<file path="src/rtl/tremolo_pkg.sv">
// Shared types and constants for the tremolo stage.
// Holds the FSM state encoding, gain format and the LFO clamp helper.
package tremolo_pkg;

    typedef enum logic [1:0] {
        IDLE = 2'd0,
        CALC = 2'd1,
        MUL  = 2'd2,
        HOLD = 2'd3
    } state_t;

    localparam int GAIN_W     = 6;
    localparam int GAIN_SHIFT = 5;
    localparam int DEPTH_MAX  = 16;

    function automatic logic signed [31:0] clamp_lfo(input logic signed [31:0] v, input int amp);
        logic signed [31:0] r;
        if (v > amp) begin
            r = amp;
        end else if (v < -amp) begin
            r = -amp;
        end else begin
            r = v;
        end
        return r;
    endfunction

endpackage

</file>
<file path="src/rtl/tremolo_modulator_if.sv">
// Sample-stream handshake bundle: input samples in, modulated samples out.
// master drives in_sample/in_valid/out_ready; slave is the modulator side.
interface tremolo_modulator_if #(
    parameter int SAMPLE_W = 16
);
    logic signed [SAMPLE_W-1:0] in_sample;
    logic                       in_valid;
    logic                       in_ready;
    logic signed [SAMPLE_W-1:0] out_sample;
    logic                       out_valid;
    logic                       out_ready;

    modport master (
        output in_sample, in_valid, out_ready,
        input  in_ready, out_sample, out_valid
    );

    modport slave (
        input  in_sample, in_valid, out_ready,
        output in_ready, out_sample, out_valid
    );
endinterface

</file>
<file path="src/rtl/tremolo_gain_calc.sv">
// Purpose: combinational LFO/depth -> gain (0..32, unity at 32).
// Latency: none (parent registers the result). Backpressure: n/a.
module tremolo_gain_calc
    import tremolo_pkg::*;
#(
    parameter int LFO_W   = 32,
    parameter int LFO_AMP = 16
) (
    input  logic signed [LFO_W-1:0] lfo_s,
    input  logic [4:0]              depth,
    output logic [GAIN_W-1:0]       gain
);

    logic signed [31:0] m;
    logic [4:0]         d;
    logic [5:0]         span;
    logic [9:0]         prod;

    always_comb begin
        m    = clamp_lfo(32'(lfo_s), LFO_AMP);
        d    = (depth > 5'(DEPTH_MAX)) ? 5'(DEPTH_MAX) : depth;
        // 16 - m spans 0..32 for the nominal +/-16 LFO swing
        span = 6'(32'sd16 - m);
        prod = 10'(d) * 10'(span);
        gain = 6'd32 - 6'(prod >> 4);
    end

endmodule

</file>
<file path="src/rtl/tremolo_modulator.sv">
// Purpose: tremolo gain stage; optional TREMOLO_ROUND_EN selects round-half-up + saturate.
// Latency: accept at cycle N -> out_valid at N+3; one sample in flight (1 per 4 cycles max).
// Backpressure: out_ready low parks the result in HOLD, in_ready stays low until drained.
module tremolo_modulator
    import tremolo_pkg::*;
#(
    parameter int SAMPLE_W    = 16,
    parameter int LFO_W       = 32,
    parameter int LFO_AMP     = 16,
    parameter int SYNC_STAGES = 2
) (
    input  logic                    CLK,
    input  logic                    RESET_N,
    input  logic signed [LFO_W-1:0] lfo,
    input  logic [4:0]              depth,
    tremolo_modulator_if.slave      bus
);

    localparam int PW = SAMPLE_W + 7;
    localparam logic signed [PW-1:0] RND     = PW'(16);
    localparam logic signed [PW-1:0] SAT_MAX = PW'((64'sd1 <<< (SAMPLE_W - 1)) - 64'sd1);
    localparam logic signed [PW-1:0] SAT_MIN = -SAT_MAX - PW'(1);

    state_t                     state_q, state_d;
    logic signed [SAMPLE_W-1:0] sample_q, sample_d;
    logic [GAIN_W-1:0]          gain_q, gain_d;
    logic signed [SAMPLE_W-1:0] out_sample_q, out_sample_d;
    logic                       out_valid_q, out_valid_d;
    logic signed [LFO_W-1:0]    lfo_sync_q [SYNC_STAGES];
    logic signed [LFO_W-1:0]    lfo_sync_d [SYNC_STAGES];

    logic [GAIN_W-1:0]          gain_w;
    logic signed [PW-1:0]       prod;
    logic signed [PW-1:0]       scaled;
    logic signed [SAMPLE_W-1:0] mul_res;

    // lfo originates in a divided-clock domain; only the last stage feeds the gain
    always_comb begin
        lfo_sync_d[0] = lfo;
        for (int i = 1; i < SYNC_STAGES; i++) begin
            lfo_sync_d[i] = lfo_sync_q[i-1];
        end
    end

    tremolo_gain_calc #(
        .LFO_W   (LFO_W),
        .LFO_AMP (LFO_AMP)
    ) u_gain_calc (
        .lfo_s (lfo_sync_q[SYNC_STAGES-1]),
        .depth (depth),
        .gain  (gain_w)
    );

    always_comb begin
        prod = PW'(sample_q) * PW'($signed({1'b0, gain_q}));
`ifdef TREMOLO_ROUND_EN
        scaled = (prod + RND) >>> GAIN_SHIFT;
        if (scaled > SAT_MAX) begin
            mul_res = SAMPLE_W'(SAT_MAX);
        end else if (scaled < SAT_MIN) begin
            mul_res = SAMPLE_W'(SAT_MIN);
        end else begin
            mul_res = SAMPLE_W'(scaled);
        end
`else
        // gain <= 32 keeps the floored result inside SAMPLE_W
        scaled  = prod >>> GAIN_SHIFT;
        mul_res = SAMPLE_W'(scaled);
`endif
    end

    always_comb begin
        state_d      = state_q;
        sample_d     = sample_q;
        gain_d       = gain_q;
        out_sample_d = out_sample_q;
        out_valid_d  = out_valid_q;
        case (state_q)
            IDLE: begin
                if (bus.in_valid) begin
                    sample_d = bus.in_sample;
                    state_d  = CALC;
                end
            end
            CALC: begin
                gain_d  = gain_w;
                state_d = MUL;
            end
            MUL: begin
                out_sample_d = mul_res;
                out_valid_d  = 1'b1;
                state_d      = HOLD;
            end
            HOLD: begin
                if (bus.out_ready) begin
                    out_valid_d = 1'b0;
                    state_d     = IDLE;
                end
            end
            default: state_d = IDLE;
        endcase
    end

    always_ff @(posedge CLK or negedge RESET_N) begin
        if (!RESET_N) begin
            state_q      <= IDLE;
            sample_q     <= '0;
            gain_q       <= '0;
            out_sample_q <= '0;
            out_valid_q  <= 1'b0;
            for (int i = 0; i < SYNC_STAGES; i++) begin
                lfo_sync_q[i] <= '0;
            end
        end else begin
            state_q      <= state_d;
            sample_q     <= sample_d;
            gain_q       <= gain_d;
            out_sample_q <= out_sample_d;
            out_valid_q  <= out_valid_d;
            for (int i = 0; i < SYNC_STAGES; i++) begin
                lfo_sync_q[i] <= lfo_sync_d[i];
            end
        end
    end

    assign bus.in_ready   = (state_q == IDLE);
    assign bus.out_sample = out_sample_q;
    assign bus.out_valid  = out_valid_q;

endmodule

</file>
<file path="src/flat_wrapper.sv">
// flat-port wrapper written by rule: the top's interface ports become plain ports
module tremolo_modulator_flat import tremolo_pkg::*;
#(
    parameter int SAMPLE_W    = 16,
    parameter int LFO_W       = 32,
    parameter int LFO_AMP     = 16,
    parameter int SYNC_STAGES = 2
)
  (CLK, RESET_N, lfo, depth, bus_in_sample, bus_in_valid, bus_out_ready, bus_in_ready, bus_out_sample, bus_out_valid);
  tremolo_modulator_if #(.SAMPLE_W(SAMPLE_W)) bus_i ();
  input  logic CLK;
  input  logic RESET_N;
  input  logic signed [LFO_W-1:0] lfo;
  input  logic [4:0] depth;
  input wire logic [$bits(bus_i.in_sample)-1:0] bus_in_sample;
  input wire logic [$bits(bus_i.in_valid)-1:0] bus_in_valid;
  input wire logic [$bits(bus_i.out_ready)-1:0] bus_out_ready;
  output wire logic [$bits(bus_i.in_ready)-1:0] bus_in_ready;
  output wire logic [$bits(bus_i.out_sample)-1:0] bus_out_sample;
  output wire logic [$bits(bus_i.out_valid)-1:0] bus_out_valid;
  assign bus_i.in_sample = bus_in_sample;
  assign bus_i.in_valid = bus_in_valid;
  assign bus_i.out_ready = bus_out_ready;
  assign bus_in_ready = bus_i.in_ready;
  assign bus_out_sample = bus_i.out_sample;
  assign bus_out_valid = bus_i.out_valid;
  tremolo_modulator #(.SAMPLE_W(SAMPLE_W), .LFO_W(LFO_W), .LFO_AMP(LFO_AMP), .SYNC_STAGES(SYNC_STAGES)) u_core (.CLK(CLK), .RESET_N(RESET_N), .lfo(lfo), .depth(depth), .bus(bus_i));
endmodule
</file>
<file path="config.mk">
export PLATFORM = sky130hd
export DESIGN_NAME = tremolo_modulator_flat
export DESIGN_NICKNAME = d
export VERILOG_FILES = /design/src/rtl/tremolo_pkg.sv /design/src/rtl/tremolo_modulator_if.sv /design/src/rtl/tremolo_gain_calc.sv /design/src/rtl/tremolo_modulator.sv /design/src/flat_wrapper.sv
export SDC_FILE = /design/constraint.sdc
export NUM_CORES = 1
export LEC_CHECK = 0
export CAP_MARGIN = 40
export CORE_ASPECT_RATIO = 1.2
export CORE_MARGIN = 2
export CORE_UTILIZATION = 53
export DETAILED_ROUTE_END_ITERATION = 10
export GPL_TIMING_DRIVEN = 0
export PLACE_DENSITY = 0.78
export SLEW_MARGIN = 20
export SYNTH_ARGS = -nofsm -noshare
export SYNTH_HDL_FRONTEND = slang
export SYNTH_HIERARCHICAL = 1
export SYNTH_SLANG_ARGS = --single-unit
</file>
<file path="constraint.sdc">
create_clock -name CLK -period 4.9 [get_ports CLK]
set_input_delay 0.98 -clock CLK [delete_from_list [all_inputs] [get_ports CLK]]
set_output_delay 0.98 -clock CLK [all_outputs]
set_load 0.01 [all_outputs]
</file>
==> run_1/pdn.png <==
Pins as bars on the die edge. Tap cells in grey.
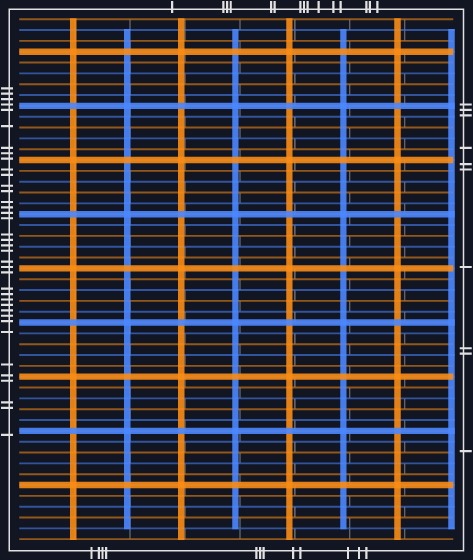
Key: orange = VSS; blue = VDD
The core has 48 rows. 49 met1 rails follow the rows.

==> run_1/met2.png <==
Scale bar: 20 µm.
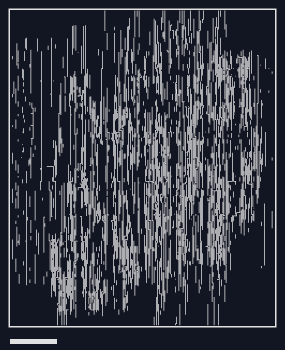
The layer carries 9290 µm of wire. The wires run mostly vertical. 913 nets have wire on it. The longest straight run is 55.7 µm. The layer holds 55% of the routed length.
grt met2 use: 41.9%
total wire length: 16700 µm
via count: 5520

==> Changelog: implementation, run 1 <==
## Implementation

- CP Cell Sequence: nor4_2 -> nand4_1 -> a211o_2 -> nand2_4 -> nand2_4 -> ha_4 -> xnor2_4 -> or2_4 -> fa_1 -> fa_2 -> fa_1 -> inv_2 -> ha_4 -> and3_1 -> nand4bb_1 -> and3_1 -> o31ai_4 -> nor4b_4 -> a211oi_2 -> o211ai_2 -> xnor2_1 -> mux2_4
- Synth Instances: roughly 710
- Post-route cell area: 0.00968 mm²
- Hold path depth: 0
- Post-route core utilization: 68.0%
- Routed Antenna Nets: 0
- H-tree Lvls: 3
- Adder Share, Synth: 28.6%
- TNS Setup: -2290 ps
- Critical path depth in cells: 22
- Post-CTS resize count: 30
- Ys async rst share: 100%
- M1 wire length: 6200 µm
- Synth unique cells: 66
- Core Rows: 48
- R2R Setup Slk: -610 ps
- Post-CTS Hold Buffers: 0
- Worst flop-to-flop path endpoint: u_core/gain_q[5]
- CP startpoint: u_core/lfo_sync_q[25]
- Area Overhead vs Synth: 26.5%
- Setup violations, final: 6
- Setup crit end kind: flip-flop
- Mean Syn Cell Area: between 10 and 15 µm²
- Status: finished with violations
- Failing checks: negative setup slack
- Yosys aoi share: 6.20%
- Logic area: approximately 0.0050 mm²
- Final Critical Period: 5510 ps
- Port Buf Inserts: about 74
- Total track usage: between 20% and 30%
- Setup repair bufs after CTS: 22
- Registers, synthesis: 105
- Die Y: 136 µm
- Setup crit end: u_core/gain_q[5]
- Ant diodes: 0
- Worst Slack Setup Final: -611 ps
- Yosys Instances: 706
- Syn. warnings: 6
- Dominant flop cell: dfrtp_1
- Tightest Hold Check Type: reg2reg
- Drt initial violations: 283
- Inserted Clock Buffers: 9
- Initial antenna violation count: 0
- Met3 usage: between 3 and 4%
- # clock sinks: approximately 110
- FF+latch area: 0.00263 mm²
- FMAX: 0.181 GHz
- Top Usage Layer GRT: met2
- Min Hold Slack: 345 ps
- First-pass GRT wire length: approximately 27000 µm
==> run_1/clock_map.png <==
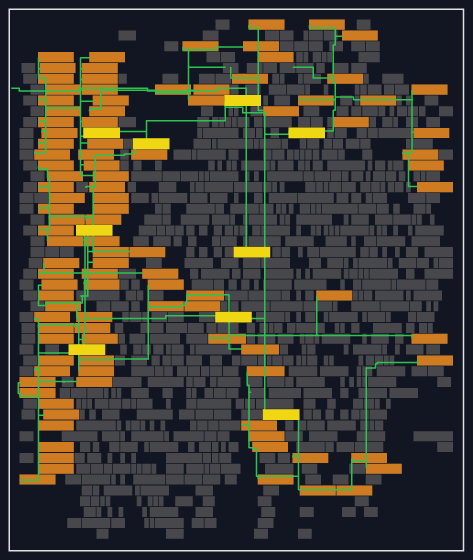
Key: orange = flip-flops [count 105]; green = clock wires [length 1200 µm]; yellow = cells driving clock nets [count 9]
Position of the flops: all over the die. There are 10 routed clock nets.
clk ins delay skew pair: 360 ps
Worst Skew: 11.1 ps

## run 1: final cells by class
type	count	area share (%)
Buffer	13	0.957
Clock buffer	9	2.33
Clock inverter	7	1.01
Inverter	94	3.65
Multi-Input combinational cell	492	51.9
Sequential cell	105	27.2
Tap cell	175	2.26
Timing Repair Buffer	108	10.7
## run 1: state kept, by name, summed over array words and instances, names as in the netlist
| name | count |
|---|---|
| u_core/lfo_sync_q | 32 |
| u_core/bus.out_sample | 16 |
| u_core/lfo_sync_d | 32 |
| u_core/bus.out_valid | 1 |
| u_core/state_q | 2 |
| u_core/gain_q | 6 |
| u_core/sample_q | 16 |
==> run_1/final_placement.png <==
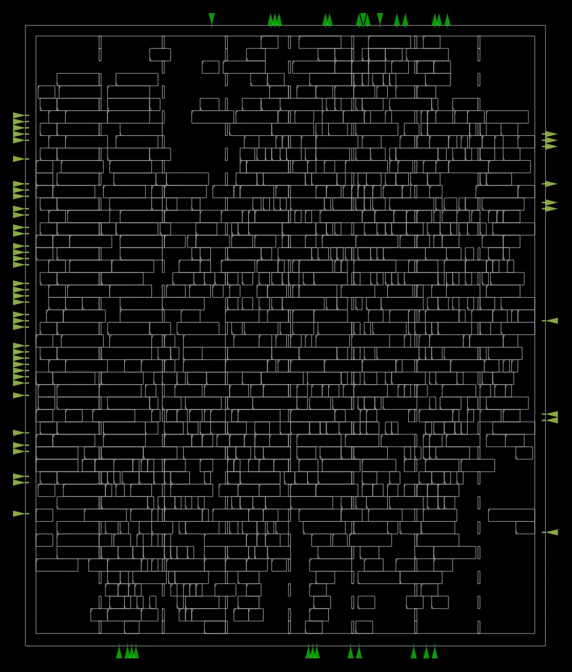

==> run 1 -> run 2 <==
--- a/config.mk
+++ b/config.mk
@@ -12,6 +12,7 @@
 export DETAILED_ROUTE_END_ITERATION = 10
 export GPL_TIMING_DRIVEN = 0
 export PLACE_DENSITY = 0.78
+export RECOVER_POWER = 100
 export SLEW_MARGIN = 20
 export SYNTH_ARGS = -nofsm -noshare
 export SYNTH_HDL_FRONTEND = slang
==> run_2/final_placement.png <==
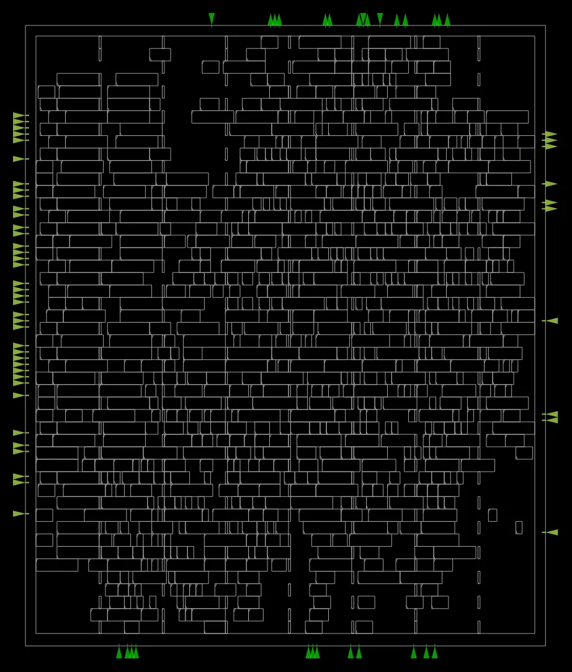
Core Rows: 48
area of the core: 0.0142 mm²

==> Changelog: implementation, run 2 <==
## Implementation

- Area Overhead vs Synth: 26.0%
- FF+latch area: 0.00263 mm²
- Failing checks: max-capacitance violations, max-slew violations, negative setup slack
- Yosys aoi share: 6.20%
- Total track usage: roughly 23%
- Setup violations, final: 13
- Routed Antenna Nets: 0
- Max-cap violations: 1
- Mean Syn Cell Area: 10.8 µm²
- Worst Skew: 10.9 ps
- Port Buf Inserts: 74
- Adder Share, Synth: ~29%
- Registers, synthesis: 105
- Status: finished with violations
- Synth unique cells: 66
- Yosys Instances: roughly 710
- Dominant flop cell: dfrtp_1
- Worst Slack Setup Final: -610 ps
- Max-slew violations: 83
- R2R Setup Slk: -610 ps
- CP startpoint: u_core/lfo_sync_q[25]
- Synth Instances: around 710
==> run_2/pdn.png <==
Pins as bars on the die edge. Tap cells in grey.
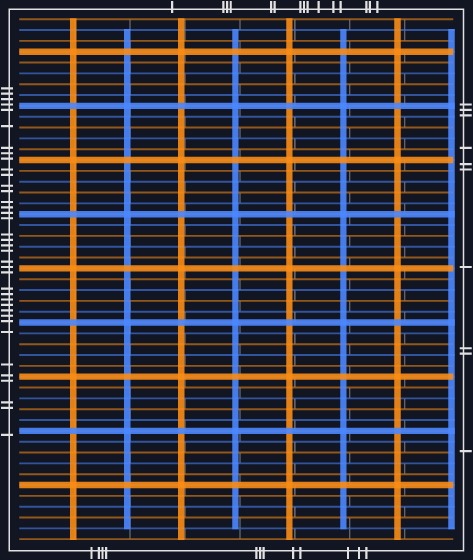
Key: blue = VDD; orange = VSS
49 met1 rails follow the rows. 75 signal pins sit on the boundary.

## run 2: cell counts after synthesis
Identical to the previous run, type by type.
## run 2: through the flow
stage | worst slack, ps | hold WS [ps] | cells
after detailed placement | -1060 | 335 | 956
after global routing | -789 | 356 | 1003
after floorplan | -205 | 331 | 706
after CTS | -494 | 351 | 992
after global placement | -905 | 335 | 955
final | -610 | 345 | 1003
## run 2: final cells by class
cell class                      count  share of cell area [%]
Inverter                           94                    3.66
Tap cell                          175                    2.27
Buffer                             13                   0.844
Clock inverter                      7                    1.01
Sequential cell                   105                    27.3
Timing Repair Buffer              108                    10.4
Multi-Input combinational cell    492                    52.1
Clock buffer                        9                    2.34
## run 2: repair_timing
item                                    4_1_cts  5_1_grt
hold buffers                                  0        0
resized                                      30       60
endpoints found under the setup margin       16       14
buffers inserted                             22       11
pin swaps                                    28       36
==> run_2/cell_classes.png <==
Scale bar: 20 µm. Fill, decap, tap and diode cells in grey.
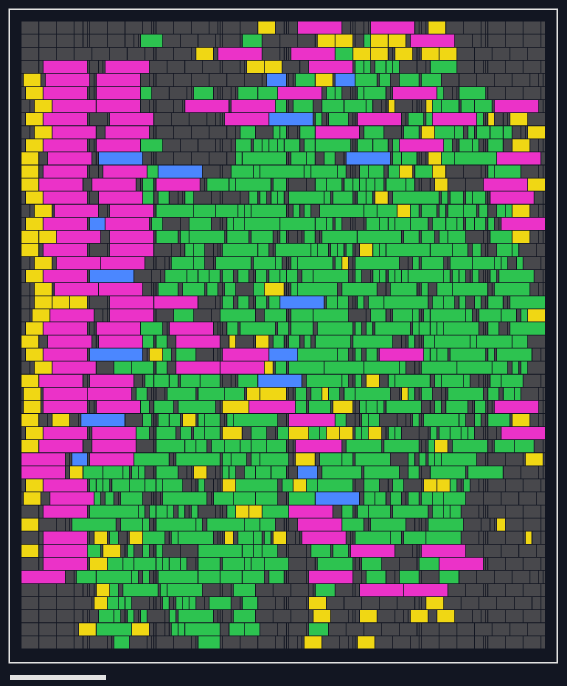

==> run 2 -> run 3 <==
--- a/config.mk
+++ b/config.mk
@@ -13,6 +13,7 @@
 export GPL_TIMING_DRIVEN = 0
 export PLACE_DENSITY = 0.78
 export RECOVER_POWER = 100
+export REMOVE_ABC_BUFFERS = 1
 export SLEW_MARGIN = 20
 export SYNTH_ARGS = -nofsm -noshare
 export SYNTH_HDL_FRONTEND = slang
==> run_3/cell_classes.png <==
Scale bar: 20 µm. Fill, decap, tap and diode cells in grey.
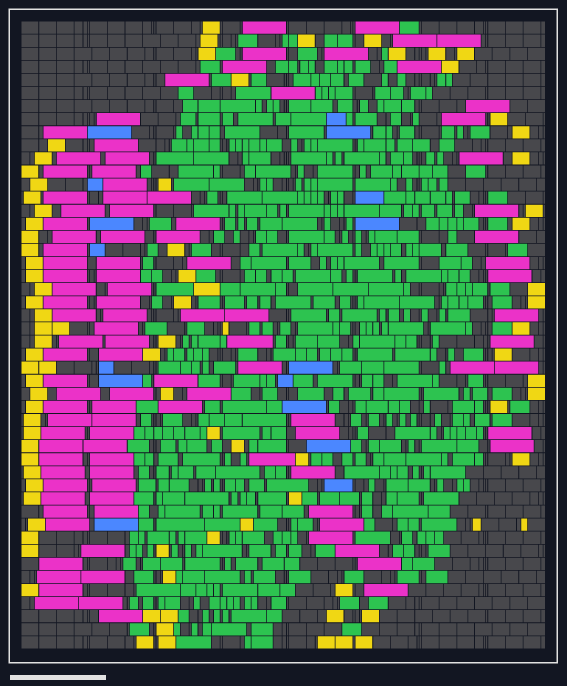
Key: blue = clock drivers and dummy loads [cells 16]; magenta = flops [cells 105]; green = all other logic [cells 586]; yellow = other buffers and delay cells [cells 87]
fraction of area in registers: 28.7%
post-route core utilization: 64.4%
post-route cell area: 0.00916 mm²

==> Changelog: implementation, run 3 <==
## Implementation

- Tightest Hold Check Type: reg2reg
- Worst Skew: 9.13 ps
- Hold path depth: 0
- Max-slew violations: 83
- Clk ins delay skew pair: 360 ps
- Top Usage Layer GRT: met2
- Met3 usage: 3.85%
- Failing checks: max-capacitance violations, max-slew violations, negative setup slack
- Area of the core: 0.0142 mm²
- Port Buf Inserts: 74
- # clock sinks: 105
- Adder Share, Synth: 28.6%
- Logic area: 0.00482 mm²
- Syn. warnings: 6
- Die Y: around 140 µm
- First-pass GRT wire length: 25800 µm
- Setup crit end kind: flip-flop
- Status: finished with violations
- # clk buffers: 9
- Ys async rst share: 100%
- Min Hold Slack: 341 ps
- Comb gates: 492
- Total track usage: 21.0%
- Final Non-Filler Cells: 969
- Drt initial violations: approximately 220
- Synth Instances: 706
- Max-cap violations: 1
- Registers, synthesis: about 110
- Place WS: -1180 ps
- Grt met2 use: approximately two fifths
- Setup violations, final: 11
- Routed Antenna Nets: 0
- Worst Slack Setup Final: -525 ps
- Clock-cell share of area: 3.32%
- Total wire length: roughly 15000 µm
- Post-CTS Hold Buffers: 0
- Repair and plain buffers: 87
- TNS Setup: -3010 ps
- Ant diodes: 0
- Mean Syn Cell Area: 10.8 µm²
==> run_3/final_placement.png <==
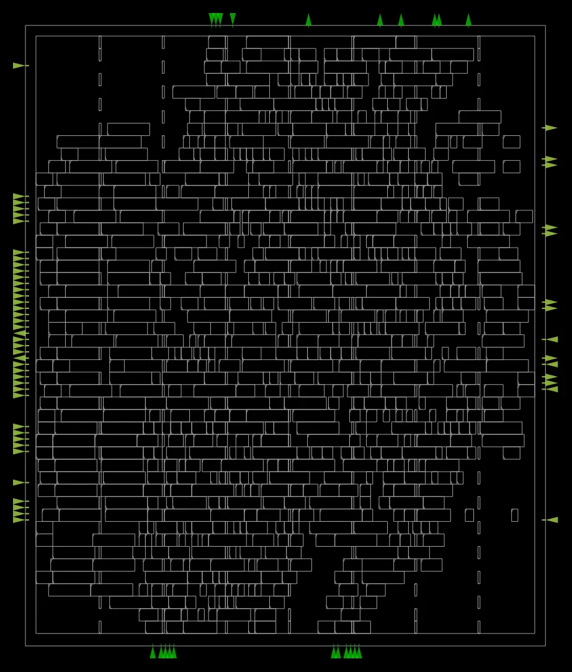
Taps Inserted: 175
flip-flops: 105

## run 3: cell counts after synthesis
No cell type changed its count.
## run 3: worst max path at each step
stage                                from               end  slack [ps]  depth (start not counted)
floorplan           u_core/lfo_sync_q[13]  u_core/gain_q[5]        -440                         23
finish              u_core/lfo_sync_q[25]  u_core/gain_q[5]        -530                         21
CTS                 u_core/lfo_sync_q[23]  u_core/gain_q[5]        -600                         23
detailed placement  u_core/lfo_sync_q[25]  u_core/gain_q[5]       -1180                         23
global placement    u_core/lfo_sync_q[25]  u_core/gain_q[5]       -1000                         23
global route        u_core/lfo_sync_q[25]  u_core/gain_q[5]        -710                         23
## run 3: timing repair
action                                  4_1_cts  5_1_grt
hold endpoints to repair                      0        0
cloned                                        0        0
pin swaps                                    18       10
endpoints found under the setup margin       10       15
gates resized                                31       12
buffers inserted                              9        1
